### config.mk
export PLATFORM = sky130hd
export DESIGN_NAME = datagram_frame_scheduler
export DESIGN_NICKNAME = d
export VERILOG_FILES = /design/src/rtl/datagram_frame_scheduler.sv
export SDC_FILE = /design/constraint.sdc
export NUM_CORES = 1
export LEC_CHECK = 0
export CAP_MARGIN = 20
export CELL_PAD_IN_SITES_DETAIL_PLACEMENT = 1
export CELL_PAD_IN_SITES_GLOBAL_PLACEMENT = 2
export CORE_AREA = 4 4 405 407
export CTS_CLUSTER_SIZE = 30
export DETAILED_ROUTE_END_ITERATION = 7
export DIE_AREA = 0 0 409 411
export HOLD_SLACK_MARGIN = 0.12
export PLACE_DENSITY = 0.65
export REMOVE_ABC_BUFFERS = 1
export SLEW_MARGIN = 20
export SYNTH_ARGS = -nofsm -noshare
export SYNTH_HDL_FRONTEND = slang
export SYNTH_SLANG_ARGS = --single-unit
### constraint.sdc
create_clock -name clk -period 1.9 [get_ports clk]
set_input_delay 0.475 -clock clk [delete_from_list [all_inputs] [get_ports clk]]
set_output_delay 0.475 -clock clk [all_outputs]
set_load 0.005 [all_outputs]
### src/rtl/datagram_frame_scheduler.sv
// datagram_frame_scheduler
//   Latches datagrams from the game core into a shadow register and commits
//   them to the output only on the rising edge of vblank, so that every
//   frame sees one coherent datagram. When the scene-state field changes,
//   the commit is wrapped in a fade-out / fade-in sequence on fade_level.
//
// Ports
//   clk          single clock, rising edge
//   rst          asynchronous, active-low reset
//   dg_in        datagram from the game core
//   dg_valid     dg_in holds a new datagram
//   dg_ready     shadow register can accept (combinational !pending)
//   vblank       level, high during vertical blanking
//   dg_out       frame-coherent datagram
//   frame_tick   one-cycle pulse in the cycle after each commit edge
//   fade_active  FSM is fading (not IDLE)
//   fade_level   brightness scale 0..15
module datagram_frame_scheduler #(
  parameter int MESSAGE_SIZE = 512,
  parameter int STATE_SIZE   = 3,
  parameter int FADE_STEP    = 5,
  parameter int FADE_EN      = 1
) (
  input  logic                    clk,
  input  logic                    rst,
  input  logic [MESSAGE_SIZE-1:0] dg_in,
  input  logic                    dg_valid,
  output logic                    dg_ready,
  input  logic                    vblank,
  output logic [MESSAGE_SIZE-1:0] dg_out,
  output logic                    frame_tick,
  output logic                    fade_active,
  output logic [3:0]              fade_level
);

  typedef enum logic [1:0] {
    IDLE,
    FADE_OUT,
    FADE_IN
  } state_e;

  localparam logic [4:0] STEP      = 5'(FADE_STEP);
  localparam logic [4:0] LEVEL_MAX = 5'd15;

  state_e                  state_q, state_d;
  logic [4:0]              level_q, level_d;
  logic [MESSAGE_SIZE-1:0] shadow_q, shadow_d;
  logic [MESSAGE_SIZE-1:0] dg_out_q, dg_out_d;
  logic                    pending_q, pending_d;
  logic                    vblank_q;
  logic                    tick_q, tick_d;

  logic       vb_edge;
  logic       scene_chg;
  logic       accept;
  logic       commit;
  logic [4:0] level_up;

  always_comb begin
    vb_edge   = vblank && !vblank_q;
    scene_chg = (FADE_EN != 0) && pending_q &&
                (shadow_q[STATE_SIZE-1:0] != dg_out_q[STATE_SIZE-1:0]);
    accept    = dg_valid && !pending_q;
    // Compare before adding so the 5-bit sum can never wrap.
    level_up  = (level_q > (LEVEL_MAX - STEP)) ? LEVEL_MAX : (level_q + STEP);

    state_d   = state_q;
    level_d   = level_q;
    shadow_d  = shadow_q;
    dg_out_d  = dg_out_q;
    pending_d = pending_q;
    commit    = 1'b0;

    if (vb_edge) begin
      unique case (state_q)
        IDLE: begin
          if (scene_chg)      state_d = FADE_OUT;
          else if (pending_q) commit  = 1'b1;
        end
        FADE_OUT: begin
          if (level_q > STEP) begin
            level_d = level_q - STEP;
          end else begin
            level_d = '0;
            commit  = 1'b1;
            state_d = FADE_IN;
          end
        end
        FADE_IN: begin
          level_d = level_up;
          // A further scene change waits in the shadow until IDLE.
          if (pending_q && !scene_chg) commit = 1'b1;
          if (level_up == LEVEL_MAX)   state_d = IDLE;
        end
        default: begin
          state_d = IDLE;
          level_d = LEVEL_MAX;
        end
      endcase
    end

    // commit needs pending_q=1 and accept needs pending_q=0, so they never collide.
    if (commit) begin
      dg_out_d  = shadow_q;
      pending_d = 1'b0;
    end
    if (accept) begin
      shadow_d  = dg_in;
      pending_d = 1'b1;
    end
    tick_d = commit;
  end

  always_ff @(posedge clk or negedge rst) begin
    if (!rst) begin
      state_q   <= IDLE;
      level_q   <= LEVEL_MAX;
      shadow_q  <= '0;
      dg_out_q  <= '0;
      pending_q <= 1'b0;
      vblank_q  <= 1'b0;
      tick_q    <= 1'b0;
    end else begin
      state_q   <= state_d;
      level_q   <= level_d;
      shadow_q  <= shadow_d;
      dg_out_q  <= dg_out_d;
      pending_q <= pending_d;
      vblank_q  <= vblank;
      tick_q    <= tick_d;
    end
  end

  assign dg_ready    = !pending_q;
  assign dg_out      = dg_out_q;
  assign frame_tick  = tick_q;
  assign fade_active = (state_q != IDLE);
  assign fade_level  = level_q[4] ? 4'hF : level_q[3:0];

endmodule

==> images/pins.png <==
Pins as bars across the die edge, other pins in gray.
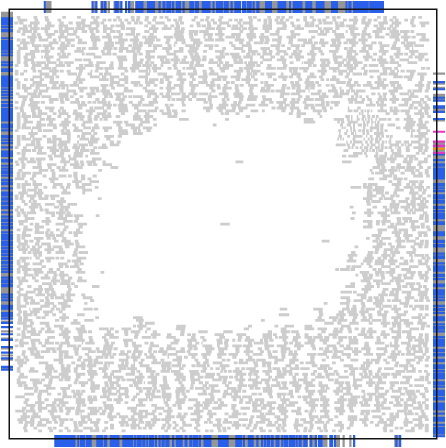
dg_in: shown in blue, pins 512, direction input, edge 135 south, 129 west, 128 north, 120 east. fade_level: shown in magenta, pins 4, direction output, edge east. dg_valid: shown in orange, pins 1, direction input, edge east.
All pins by edge: 293 south, 282 north, 233 west, 227 east.
Vert. Die Dim: 411 um
number of buffers inserted by port buffering: 1,034
die boundary width: 409 um

==> images/metal_stack.png <==
Only two layers are drawn.
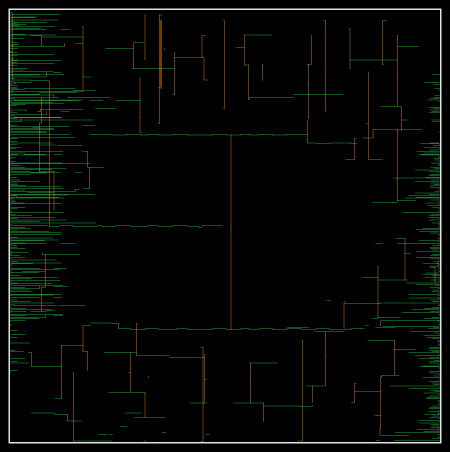
met3: shown in green, wire length 9,850 um. met4: shown in orange, wire length 2,680 um.
number of vias in the routed layout: 23,900
DR WL/cell: 22.7 um
final WL: 130 mm
Total Routing Usage GR: 14.9%

==> images/final_congestion.png <==
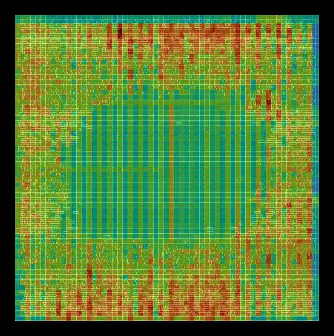
global-route track usage on met2: 25.7%
met1 GRT Util: 17.6%
Layout Utilization: 36.1%
grt met3 use: 5.54%

==> images/cell_classes.png <==
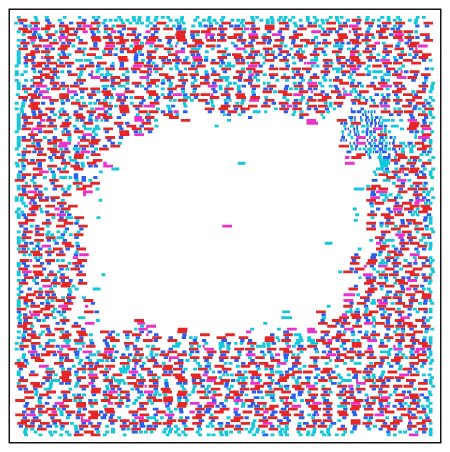
clock drivers and dummy loads: shown in magenta, cells 212. other buffers and delay cells: shown in cyan, cells 1,222. flops: shown in red, cells 1,034. all other logic: shown in blue, cells 1,112.
number of core rows: 147
sequential fraction of total cell area: 44.7%
Core Area: 0.160 mm2
summed area of non-filler cells in the final layout: 0.0579 mm2

==> flow.log <==
[report] extracting results
[metrics] xor-xnor portion of the synthesized cell area: less than 1%
[metrics] met2 routed WL: 64.9 mm
[metrics] most used routing layer in global routing: met2
[metrics] most frequent cells after synthesis: 1,030 x sky130_fd_sc_hd__dfrtp_1, 623 x sky130_fd_sc_hd__mux2_2, 402 x sky130_fd_sc_hd__mux2_1, 40 x sky130_fd_sc_hd__buf_2, 40 x sky130_fd_sc_hd__buf_8
[metrics] CTS clock-pin slew for the worst setup and hold paths: ~60 ps
[metrics] Worst path slowest cell: sky130_fd_sc_hd__dfrtp_1
[metrics] outcome: complete, but fails checks
[metrics] FP Util: about a quarter
[metrics] Die Footprint: approximately 0.17 mm2
[metrics] failing checks: negative setup slack
[metrics] comb area leader: multiplexers
[metrics] Top cell area share: 66.0%
[metrics] Setup crit start: dg_out[0]
[metrics] final worst-path cycle share: 129%
[metrics] number of antenna violations at the first check in global routing: 35
[metrics] top metal layer carrying routed signals: met5
[metrics] DRC: 0
[metrics] clock tree from TritonCTS: yes
[metrics] total sequential power: between 30 and 40 mW
[metrics] number of cells traversed by the worst register-to-register path: 8
[metrics] DP Cell Count: between 5,000 and 6,000
[metrics] Final Setup Violations: 1,037
[metrics] CP max stage delay: 390 ps
[metrics] Gate Count Post-Synth: approximately 2,300
[metrics] worst reg-to-reg setup slack: -550 ps
[metrics] sequential share of power: roughly two fifths
[metrics] wire length of the first global-routing pass: approximately 190 mm
[metrics] part of the total power dissipated in combinational logic: 34.0%
[metrics] sequential share of the synthesized area: 66.2%
[metrics] simple-gate share of the synthesized area: less than 1%
[metrics] power attributed to the clock group: 23.2 mW
[metrics] post-synth tally of flip-flops with integrated enable: 0
[metrics] post-route insts no fill: about 5,800
[metrics] post-cts hold-fix buffer tally: 1
[metrics] Met1 Routed Length: 52.7 mm
[metrics] critical path's top delay family: buffers and inverters
[metrics] Max transition margin: 61.2%
[metrics] dominant logic cell types in the final layout: 1,030 x sky130_fd_sc_hd__dfrtp_1, 1,027 x sky130_fd_sc_hd__clkdlybuf4s50_1, 620 x sky130_fd_sc_hd__mux2_2, 334 x sky130_fd_sc_hd__mux2_1, 125 x sky130_fd_sc_hd__clkbuf_16
[metrics] count of cell instances traversed by the critical path: 8
[metrics] PnR worst setup slack: -545 ps
[metrics] leakage power summed over all cells: around 25 nW
[metrics] number of warnings in the stage logs: 37
[metrics] total number of nets in the final design: roughly 4,000
[metrics] fmax: 0.409 GHz
[metrics] Largest cells by area: sky130_fd_sc_hd__dfrtp_1 66%, sky130_fd_sc_hd__mux2_2 18%, sky130_fd_sc_hd__mux2_1 12%
[metrics] yosys adder share: less than 1%
[metrics] Root Driver: sky130_fd_sc_hd__clkbuf_16
[metrics] min Tclk post-route: 2450 ps
## sequential cells by signal, indices dropped and copies added (netlist names)
name and flops:
dg_out 512, frame_tick 1, level_q 5, pending_q 1
shadow_q 512, state_q 2, vblank_q 1
## layout make-up
| class | instances | area [um2] | share of cell area (%) |
|---|---|---|---|
| clock buffer | 172 | 3520 | 6.09 |
| sequential | 1034 | 25900 | 44.7 |
| multi-input combinational | 1100 | 12300 | 21.3 |
| timing repair buffer | 1222 | 12900 | 22.2 |
| tap | 2160 | 2700 | 4.67 |
| antenna | 13 | 32.5 | 0.0562 |
| clock inverter | 40 | 475 | 0.822 |
| inverter | 12 | 47.5 | 0.0822 |
Power is estimated from default activity; no workload was simulated.
